$ cat src/rtl/mem_access_unit_pkg.sv
// Shared definitions for the MEM-stage access unit: op classes, funct3 codes,
// FSM state encodings and bus widths.
package mem_access_unit_pkg;

  localparam int XLEN       = 32;
  localparam int REG_ADDR_W = 5;
  localparam int ALUOP_W    = 8;
  localparam int MEM_SEL_W  = 4;

  localparam logic [ALUOP_W-1:0] EXE_NOP_OP   = 8'h00;
  localparam logic [ALUOP_W-1:0] EXE_LOAD_OP  = 8'h01;
  localparam logic [ALUOP_W-1:0] EXE_STORE_OP = 8'h02;
  localparam logic [ALUOP_W-1:0] EXE_ADD_OP   = 8'h10;

  localparam logic [2:0] F3_LB  = 3'b000;
  localparam logic [2:0] F3_LH  = 3'b001;
  localparam logic [2:0] F3_LW  = 3'b010;
  localparam logic [2:0] F3_LBU = 3'b100;
  localparam logic [2:0] F3_LHU = 3'b101;
  localparam logic [2:0] F3_SB  = 3'b000;
  localparam logic [2:0] F3_SH  = 3'b001;
  localparam logic [2:0] F3_SW  = 3'b010;

  typedef enum logic [1:0] {
    ST_IDLE = 2'd0,
    ST_BUS1 = 2'd1,
    ST_BUS2 = 2'd2,
    ST_DONE = 2'd3
  } mau_state_e;

  // Unshifted byte-lane mask for the access size held in funct3[1:0].
  function automatic logic [MEM_SEL_W-1:0] size_mask(input logic [1:0] f3_lo);
    case (f3_lo)
      2'b00:   return 4'b0001;
      2'b01:   return 4'b0011;
      2'b10:   return 4'b1111;
      default: return 4'b0000;
    endcase
  endfunction

endpackage

$ cat src/rtl/mem_access_unit_load_align.sv
// Load formatter: picks the addressed byte/half/word out of the read data and
// sign- or zero-extends it. The input is a 64-bit pair {upper word, lower word}
// so a word-crossing access (split build) is handled by the same shift.
module mem_load_align
  import mem_access_unit_pkg::*;
(
  input  logic [2*XLEN-1:0] rdata_i,
  input  logic [1:0]        offset_i,
  input  logic [2:0]        funct3_i,
  output logic [XLEN-1:0]   data_o
);

  logic [XLEN-1:0] word;

  // Shift the addressed byte down to lane 0, then extend per funct3.
  always_comb begin
    word = XLEN'(rdata_i >> {offset_i, 3'b000});
    case (funct3_i)
      F3_LB:   data_o = {{24{word[7]}}, word[7:0]};
      F3_LH:   data_o = {{16{word[15]}}, word[15:0]};
      F3_LW:   data_o = word;
      F3_LBU:  data_o = {24'h0, word[7:0]};
      F3_LHU:  data_o = {16'h0, word[15:0]};
      default: data_o = '0;
    endcase
  end

endmodule

$ cat src/rtl/mem_access_unit.sv
// MEM-stage access unit: turns ex_mem load/store ops into single-word bus
// transactions and stalls the pipeline while one is outstanding.
// Build option: MISALIGN_SPLIT_EN splits word-crossing accesses into two
// transactions; without it misaligned accesses are rejected with misalign_o.
//
// state | meaning
// IDLE  | pass-through; memory op seen -> stall and launch
// BUS1  | first (or only) request outstanding
// BUS2  | second half of a split access (MISALIGN_SPLIT_EN only)
// DONE  | result presented to mem_wb; held while hold_i
module mem_access_unit
  import mem_access_unit_pkg::*;
(
  input  logic                  clk,
  input  logic                  rst,
  input  logic                  hold_i,
  input  logic [REG_ADDR_W-1:0] wd_i,
  input  logic                  wreg_i,
  input  logic [XLEN-1:0]       wdata_i,
  input  logic [ALUOP_W-1:0]    aluop_i,
  input  logic [2:0]            alufun3_i,
  input  logic [XLEN-1:0]       mem_addr_i,
  input  logic [XLEN-1:0]       reg2_i,
  output logic [REG_ADDR_W-1:0] wd_o,
  output logic                  wreg_o,
  output logic [XLEN-1:0]       wdata_o,
  output logic                  stallreq_o,
  output logic                  dbus_req_o,
  output logic                  dbus_we_o,
  output logic [XLEN-1:0]       dbus_addr_o,
  output logic [MEM_SEL_W-1:0]  dbus_be_o,
  output logic [XLEN-1:0]       dbus_wdata_o,
  input  logic                  dbus_ack_i,
  input  logic [XLEN-1:0]       dbus_rdata_i,
  output logic                  misalign_o
);

  mau_state_e           state_q, state_d;
  logic                 dbus_req_q, dbus_req_d;
  logic                 dbus_we_q, dbus_we_d;
  logic [XLEN-1:0]      dbus_addr_q, dbus_addr_d;
  logic [MEM_SEL_W-1:0] dbus_be_q, dbus_be_d;
  logic [XLEN-1:0]      dbus_wdata_q, dbus_wdata_d;
  logic                 misalign_q, misalign_d;
  logic [XLEN-1:0]      rdata_lo_q, rdata_lo_d;

  logic                 is_load, is_store, is_mem, f3_ok, misal, reject;
  logic [MEM_SEL_W-1:0] mask, be_lo;
  logic [XLEN-1:0]      wdata_rep, wd_lo, load_val;
  logic [2*XLEN-1:0]    align_in;

`ifdef MISALIGN_SPLIT_EN
  logic [XLEN-1:0]      rdata_hi_q, rdata_hi_d;
  logic                 cross;
  logic [7:0]           be_pair;
  logic [2*XLEN-1:0]    st_pair;
`endif

  // Decode the op: validity, alignment, lane mask and store data placement.
  always_comb begin
    is_load   = (aluop_i == EXE_LOAD_OP);
    is_store  = (aluop_i == EXE_STORE_OP);
    is_mem    = is_load || is_store;
    f3_ok     = is_store ? (!alufun3_i[2] && alufun3_i[1:0] != 2'b11)
                         : (alufun3_i[1:0] != 2'b11 && !(alufun3_i[2] && alufun3_i[1]));
    misal     = f3_ok && ((alufun3_i[1:0] == 2'b01 && mem_addr_i[0]) ||
                          (alufun3_i[1:0] == 2'b10 && mem_addr_i[1:0] != 2'b00));
    mask      = size_mask(alufun3_i[1:0]);
    case (alufun3_i[1:0])
      2'b00:   wdata_rep = {4{reg2_i[7:0]}};
      2'b01:   wdata_rep = {2{reg2_i[15:0]}};
      default: wdata_rep = reg2_i;
    endcase
`ifdef MISALIGN_SPLIT_EN
    cross     = misal && (alufun3_i[1:0] == 2'b10 || mem_addr_i[1:0] == 2'b11);
    be_pair   = {4'b0000, mask} << mem_addr_i[1:0];
    be_lo     = be_pair[3:0];
    st_pair   = {32'h0, reg2_i} << {mem_addr_i[1:0], 3'b000};
    // Replication cannot place a word-crossing store; use the true byte shift.
    wd_lo     = cross ? st_pair[XLEN-1:0] : wdata_rep;
    reject    = !f3_ok;
    align_in  = {rdata_hi_q, rdata_lo_q};
`else
    be_lo     = mask << mem_addr_i[1:0];
    wd_lo     = wdata_rep;
    reject    = !f3_ok || misal;
    align_in  = {32'h0, rdata_lo_q};
`endif
  end

  mem_load_align u_load_align (
    .rdata_i  (align_in),
    .offset_i (mem_addr_i[1:0]),
    .funct3_i (alufun3_i),
    .data_o   (load_val)
  );

  // Next-state, bus register loads and mem_wb output mux.
  always_comb begin
    state_d      = state_q;
    dbus_req_d   = dbus_req_q;
    dbus_we_d    = dbus_we_q;
    dbus_addr_d  = dbus_addr_q;
    dbus_be_d    = dbus_be_q;
    dbus_wdata_d = dbus_wdata_q;
    misalign_d   = 1'b0;
    rdata_lo_d   = rdata_lo_q;
`ifdef MISALIGN_SPLIT_EN
    rdata_hi_d   = rdata_hi_q;
`endif
    stallreq_o   = 1'b0;
    wd_o         = wd_i;
    wreg_o       = wreg_i;
    wdata_o      = wdata_i;
    case (state_q)
      ST_IDLE: begin
        if (is_mem) begin
          stallreq_o = 1'b1;
          wreg_o     = 1'b0;
          if (reject) begin
            state_d    = ST_DONE;
            misalign_d = misal;
          end else begin
            state_d      = ST_BUS1;
            dbus_req_d   = 1'b1;
            dbus_we_d    = is_store;
            dbus_addr_d  = {mem_addr_i[XLEN-1:2], 2'b00};
            dbus_be_d    = be_lo;
            dbus_wdata_d = wd_lo;
          end
        end
      end
      ST_BUS1: begin
        stallreq_o = 1'b1;
        wreg_o     = 1'b0;
        if (dbus_ack_i) begin
          rdata_lo_d = dbus_rdata_i;
`ifdef MISALIGN_SPLIT_EN
          if (cross) begin
            // Second half goes out straight away at the next word.
            state_d      = ST_BUS2;
            dbus_addr_d  = dbus_addr_q + 32'd4;
            dbus_be_d    = be_pair[7:4];
            dbus_wdata_d = st_pair[2*XLEN-1:XLEN];
          end else
`endif
          begin
            state_d    = ST_DONE;
            dbus_req_d = 1'b0;
          end
        end
      end
`ifdef MISALIGN_SPLIT_EN
      ST_BUS2: begin
        stallreq_o = 1'b1;
        wreg_o     = 1'b0;
        if (dbus_ack_i) begin
          rdata_hi_d = dbus_rdata_i;
          state_d    = ST_DONE;
          dbus_req_d = 1'b0;
        end
      end
`endif
      ST_DONE: begin
        wdata_o = reject ? '0 : load_val;
        wreg_o  = (is_load && !reject) ? wreg_i : 1'b0;
        if (!hold_i) state_d = ST_IDLE;
      end
      default: state_d = ST_IDLE;
    endcase
    if (rst) begin
      wd_o    = '0;
      wreg_o  = 1'b0;
      wdata_o = '0;
    end
  end

  // State and bus registers; reset drops any outstanding request.
  always_ff @(posedge clk) begin
    if (rst) begin
      state_q      <= ST_IDLE;
      dbus_req_q   <= 1'b0;
      dbus_we_q    <= 1'b0;
      dbus_addr_q  <= '0;
      dbus_be_q    <= '0;
      dbus_wdata_q <= '0;
      misalign_q   <= 1'b0;
      rdata_lo_q   <= '0;
`ifdef MISALIGN_SPLIT_EN
      rdata_hi_q   <= '0;
`endif
    end else begin
      state_q      <= state_d;
      dbus_req_q   <= dbus_req_d;
      dbus_we_q    <= dbus_we_d;
      dbus_addr_q  <= dbus_addr_d;
      dbus_be_q    <= dbus_be_d;
      dbus_wdata_q <= dbus_wdata_d;
      misalign_q   <= misalign_d;
      rdata_lo_q   <= rdata_lo_d;
`ifdef MISALIGN_SPLIT_EN
      rdata_hi_q   <= rdata_hi_d;
`endif
    end
  end

  assign dbus_req_o   = dbus_req_q;
  assign dbus_we_o    = dbus_we_q;
  assign dbus_addr_o  = dbus_addr_q;
  assign dbus_be_o    = dbus_be_q;
  assign dbus_wdata_o = dbus_wdata_q;
  assign misalign_o   = misalign_q;

endmodule

$ cat config.mk
export PLATFORM = sky130hd
export DESIGN_NAME = mem_access_unit
export DESIGN_NICKNAME = d
export VERILOG_FILES = /design/src/rtl/mem_access_unit_pkg.sv /design/src/rtl/mem_access_unit_load_align.sv /design/src/rtl/mem_access_unit.sv
export SDC_FILE = /design/constraint.sdc
export NUM_CORES = 1
export LEC_CHECK = 0
export ABC_AREA = 1
export CAP_MARGIN = 10
export CELL_PAD_IN_SITES_DETAIL_PLACEMENT = 1
export CELL_PAD_IN_SITES_GLOBAL_PLACEMENT = 1
export CORE_MARGIN = 2
export CORE_UTILIZATION = 30
export CTS_CLUSTER_SIZE = 8
export DETAILED_ROUTE_END_ITERATION = 8
export PLACE_DENSITY = 0.89
export SLEW_MARGIN = 10
export SYNTH_ARGS = -nofsm -noshare
export SYNTH_HDL_FRONTEND = slang
export SYNTH_SLANG_ARGS = --single-unit
$ cat constraint.sdc
create_clock -name clk -period 3.2 [get_ports clk]
set_input_delay 0.32 -clock clk [delete_from_list [all_inputs] [get_ports clk]]
set_output_delay 0.32 -clock clk [all_outputs]
set_load 0.01 [all_outputs]
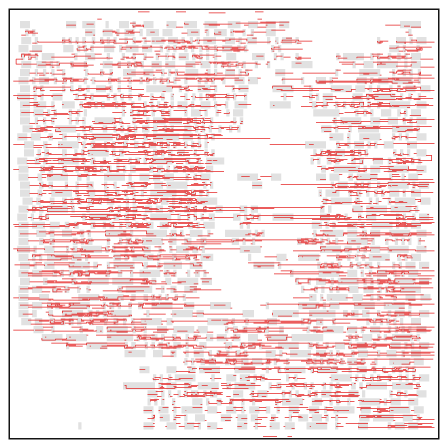
**Above:** run 1 (metal 1).
main direction = horizontal
longest straight run = 50.1 µm
wire length on this layer = 9,880 µm
share of all routed wire = 42%
GR Layer Usage met1: 25.7%
final wirelength: 23,600 µm
vias: 7,085

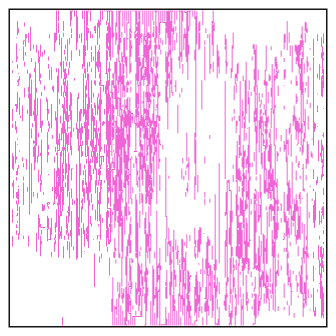
**Above:** run 1 (metal 2).
longest straight run = 64.6 µm
main direction = vertical
met2 global-route usage: 39.8%

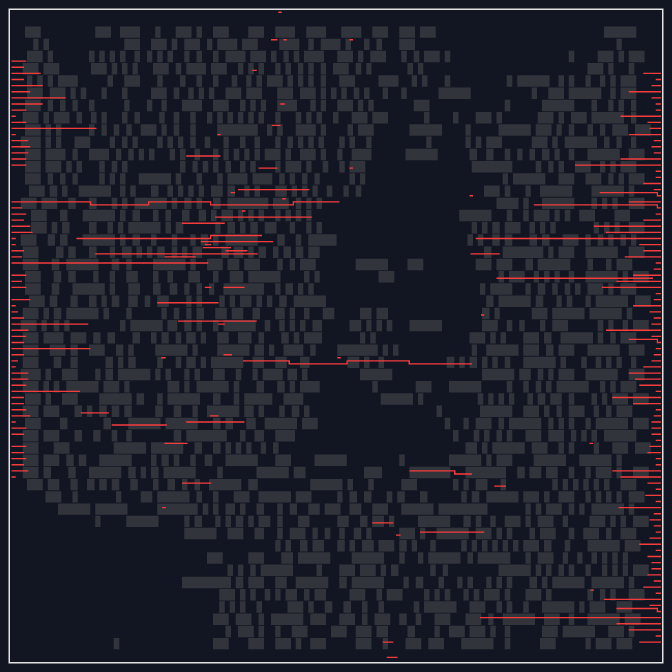
**Above:** run 1 (metal 3).
longest straight run = 43.5 µm
wire length on this layer = 1,230 µm
nets with wire on the layer = 181
met3 usage: 4.18%

==> deck_impl_summary.md, run 1 <==
Run Summary

Run status
  • Status: completed

Yosys
  • Yosys xor share: 0%
  • Yosys cell types: 30
  • Synthesized area: 5960 µm²
  • Mux frac, synth: 0%
  • Largest cells by area after synthesis: dfxtp_1 (35%), nor2_1 (19%), nand2_1 (15%)
  • Simple share: 38.1%

Clocking
  • Clock sinks: 103
  • Clock-pin slew on the worst setup and hold paths: 70 ps
  • Root buf cell: clkbuf_16
  • Post-CTS Setup Bufs: 0

Power and ir drop
  • Comb. pwr: 0.557 mW
  • Sequential Power: 1.29 mW
  • Share of power burned in registers: 41.7%
  • Sw frac: 25.5%

Finish
  • Top cell excl fill/tap: nor2_1
  • Number of clock buffers in the layout: 11
  • Final net count: 1,403
  • Synthesis-to-layout area growth: 54.8%
  • Non-clock inverters: 130
  • Clk tree area frac: 3.56%
  • Multi-input gates: 717
  • Buffer share of cell area: 31.9%

GRT
  • GR Util All Layers: 21.8%
  • Initial antenna violation count: 0
  • Largest net degree at the start of global routing: 94
  • Remaining global-route overflow: 0

Critical path
  • Buffer and inverter count on the worst path: 6
  • Max stage delay on crit path: 590 ps
  • Crit path depth: 13
  • Critical-path cell list: clkdlybuf4s50_1 > inv_1 > ha_1 > inv_2 > o21ai_1 > o21ai_2 > nand4_1 > buf_4 > buf_12 > nor2_1 > nor2_1 > nor2_1 > clkdlybuf4s50_1
  • Crit path from: alufun3_i[1]

Placed design
  • GPL Wtd Cong: 0.922
  • Port bufs: 256

STA
  • Final setup violation count: 0
  • Hold_ws: 452 ps

Drt
  • Met2 Routed Length: 11,800 µm
  • Metal3 WL: 1230 µm
  • Max Used Layer: met4
  • First-pass DRT Iterations: 4

Run
  • OpenROAD warnings: 30

Hold path
  • Hold Path Sink: dbus_req_o

Die
  • Chip width: 145 µm
==> inputs of run 2 (changes only) <==
--- a/config.mk
+++ b/config.mk
@@ -10,10 +10,10 @@
 export CELL_PAD_IN_SITES_DETAIL_PLACEMENT = 1
 export CELL_PAD_IN_SITES_GLOBAL_PLACEMENT = 1
 export CORE_MARGIN = 2
-export CORE_UTILIZATION = 30
+export CORE_UTILIZATION = 28
 export CTS_CLUSTER_SIZE = 8
 export DETAILED_ROUTE_END_ITERATION = 8
-export PLACE_DENSITY = 0.89
+export PLACE_DENSITY = 0.84
 export SLEW_MARGIN = 10
 export SYNTH_ARGS = -nofsm -noshare
 export SYNTH_HDL_FRONTEND = slang
==> constraint.sdc (replaced) <==
create_clock -name clk -period 3.45 [get_ports clk]
set_input_delay 0.345 -clock clk [delete_from_list [all_inputs] [get_ports clk]]
set_output_delay 0.345 -clock clk [all_outputs]
set_load 0.01 [all_outputs]
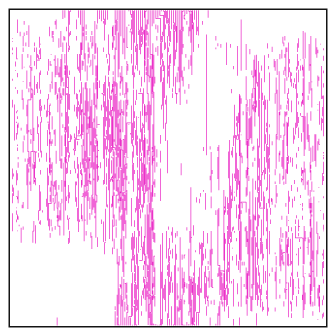
**Above:** run 2 (metal 2).
wire length on this layer = 11,300 µm
share of all routed wire = 50%
main direction = vertical
nets with wire on the layer = 1,128
final wirelength: 22,800 µm
vias: 6,872
met2 global-route usage: 35.4%

==> run 2 against run 1 <==
  * Critical path depth decreased by 1
  * Power decreased by 10%
  * Critical endpoint is now wdata_o[2]
  * Combinational power decreased by 7.9%
  * Largest cell class unchanged
  * Final cell count about the same
  * Register-to-register slack improved by 440 ps
  * Clock skew increased by 9.1 ps
  * Critical path type unchanged
  * Via count decreased by 3.0%
==> deck_impl_summary.md, run 2 <==
Run Summary

Run status
  • Status: completed (unchanged)

Power and ir drop
  • Sequential Power: 1.20 mW (was 1.29 mW)
  • Share of power burned in registers: 42.9% (was 41.7%)
  • Comb. pwr: 0.513 mW (was 0.557 mW)
  • Sw frac: 28.6% (was 25.5%)

Drt
  • Met2 Routed Length: 11,300 µm (was 11,800 µm)
  • First-pass DRT Iterations: 6 (was 4)
  • Max Used Layer: met5 (was met4)

Critical path
  • Critical-path cell list: clkdlybuf4s50_1 > inv_1 > ha_1 > inv_2 > o21ai_1 > o21ai_2 > nand4_1 > buf_12 > nor2_1 > nor2_1 > nor2_1 > clkdlybuf4s50_1 (was clkdlybuf4s50_1 > inv_1 > ha_1 > inv_2 > o21ai_1 > o21ai_2 > nand4_1 > buf_4 > buf_12 > nor2_1 > nor2_1 > nor2_1 > clkdlybuf4s50_1)
  • Crit path from: alufun3_i[1] (unchanged)
  • Crit path depth: 12 (was 13)
  • Buffer and inverter count on the worst path: 5 (was 6)
  • Max stage delay on crit path: 550 ps (was 590 ps)

Finish
  • Buffer share of cell area: 30.4% (was 31.9%)
  • Clk tree area frac: 3.44% (was 3.56%)
  • Top cell excl fill/tap: nor2_1 (unchanged)
  • Final net count: 1,390 (was 1,403)
  • Multi-input gates: 717 (unchanged)
  • Non-clock inverters: 130 (unchanged)

Yosys
  • Synthesized area: 5960 µm² (unchanged)
  • Simple share: 38.1% (unchanged)
  • Yosys cell types: 30 (unchanged)
  • Largest cells by area after synthesis: dfxtp_1 (35%), nor2_1 (19%), nand2_1 (15%) (unchanged)

GRT
  • Initial antenna violation count: 2 (was 0)
  • Met3 usage: 4.70% (was 4.18%)
  • Remaining global-route overflow: 0 (unchanged)
  • GR Layer Usage met1: 23.3% (was 25.7%)
  • GR Util All Layers: 19.8% (was 21.8%)
  • Largest net degree at the start of global routing: 97 (was 94)

Clocking
  • Root buf cell: clkbuf_16 (unchanged)
  • Clock sinks: 103 (unchanged)
  • Post-CTS Setup Bufs: 0 (unchanged)
  • Clock-pin slew on the worst setup and hold paths: 80 ps (was 70 ps)

Die
  • Chip width: 150 µm (was 145 µm)

Placed design
  • Port bufs: 256 (unchanged)
  • GPL Wtd Cong: 0.915 (was 0.922)

STA
  • Hold_ws: 333 ps (was 452 ps)
  • Final setup violation count: 0 (unchanged)
Power figures rest on the tool's default switching activity, not on a simulated workload.
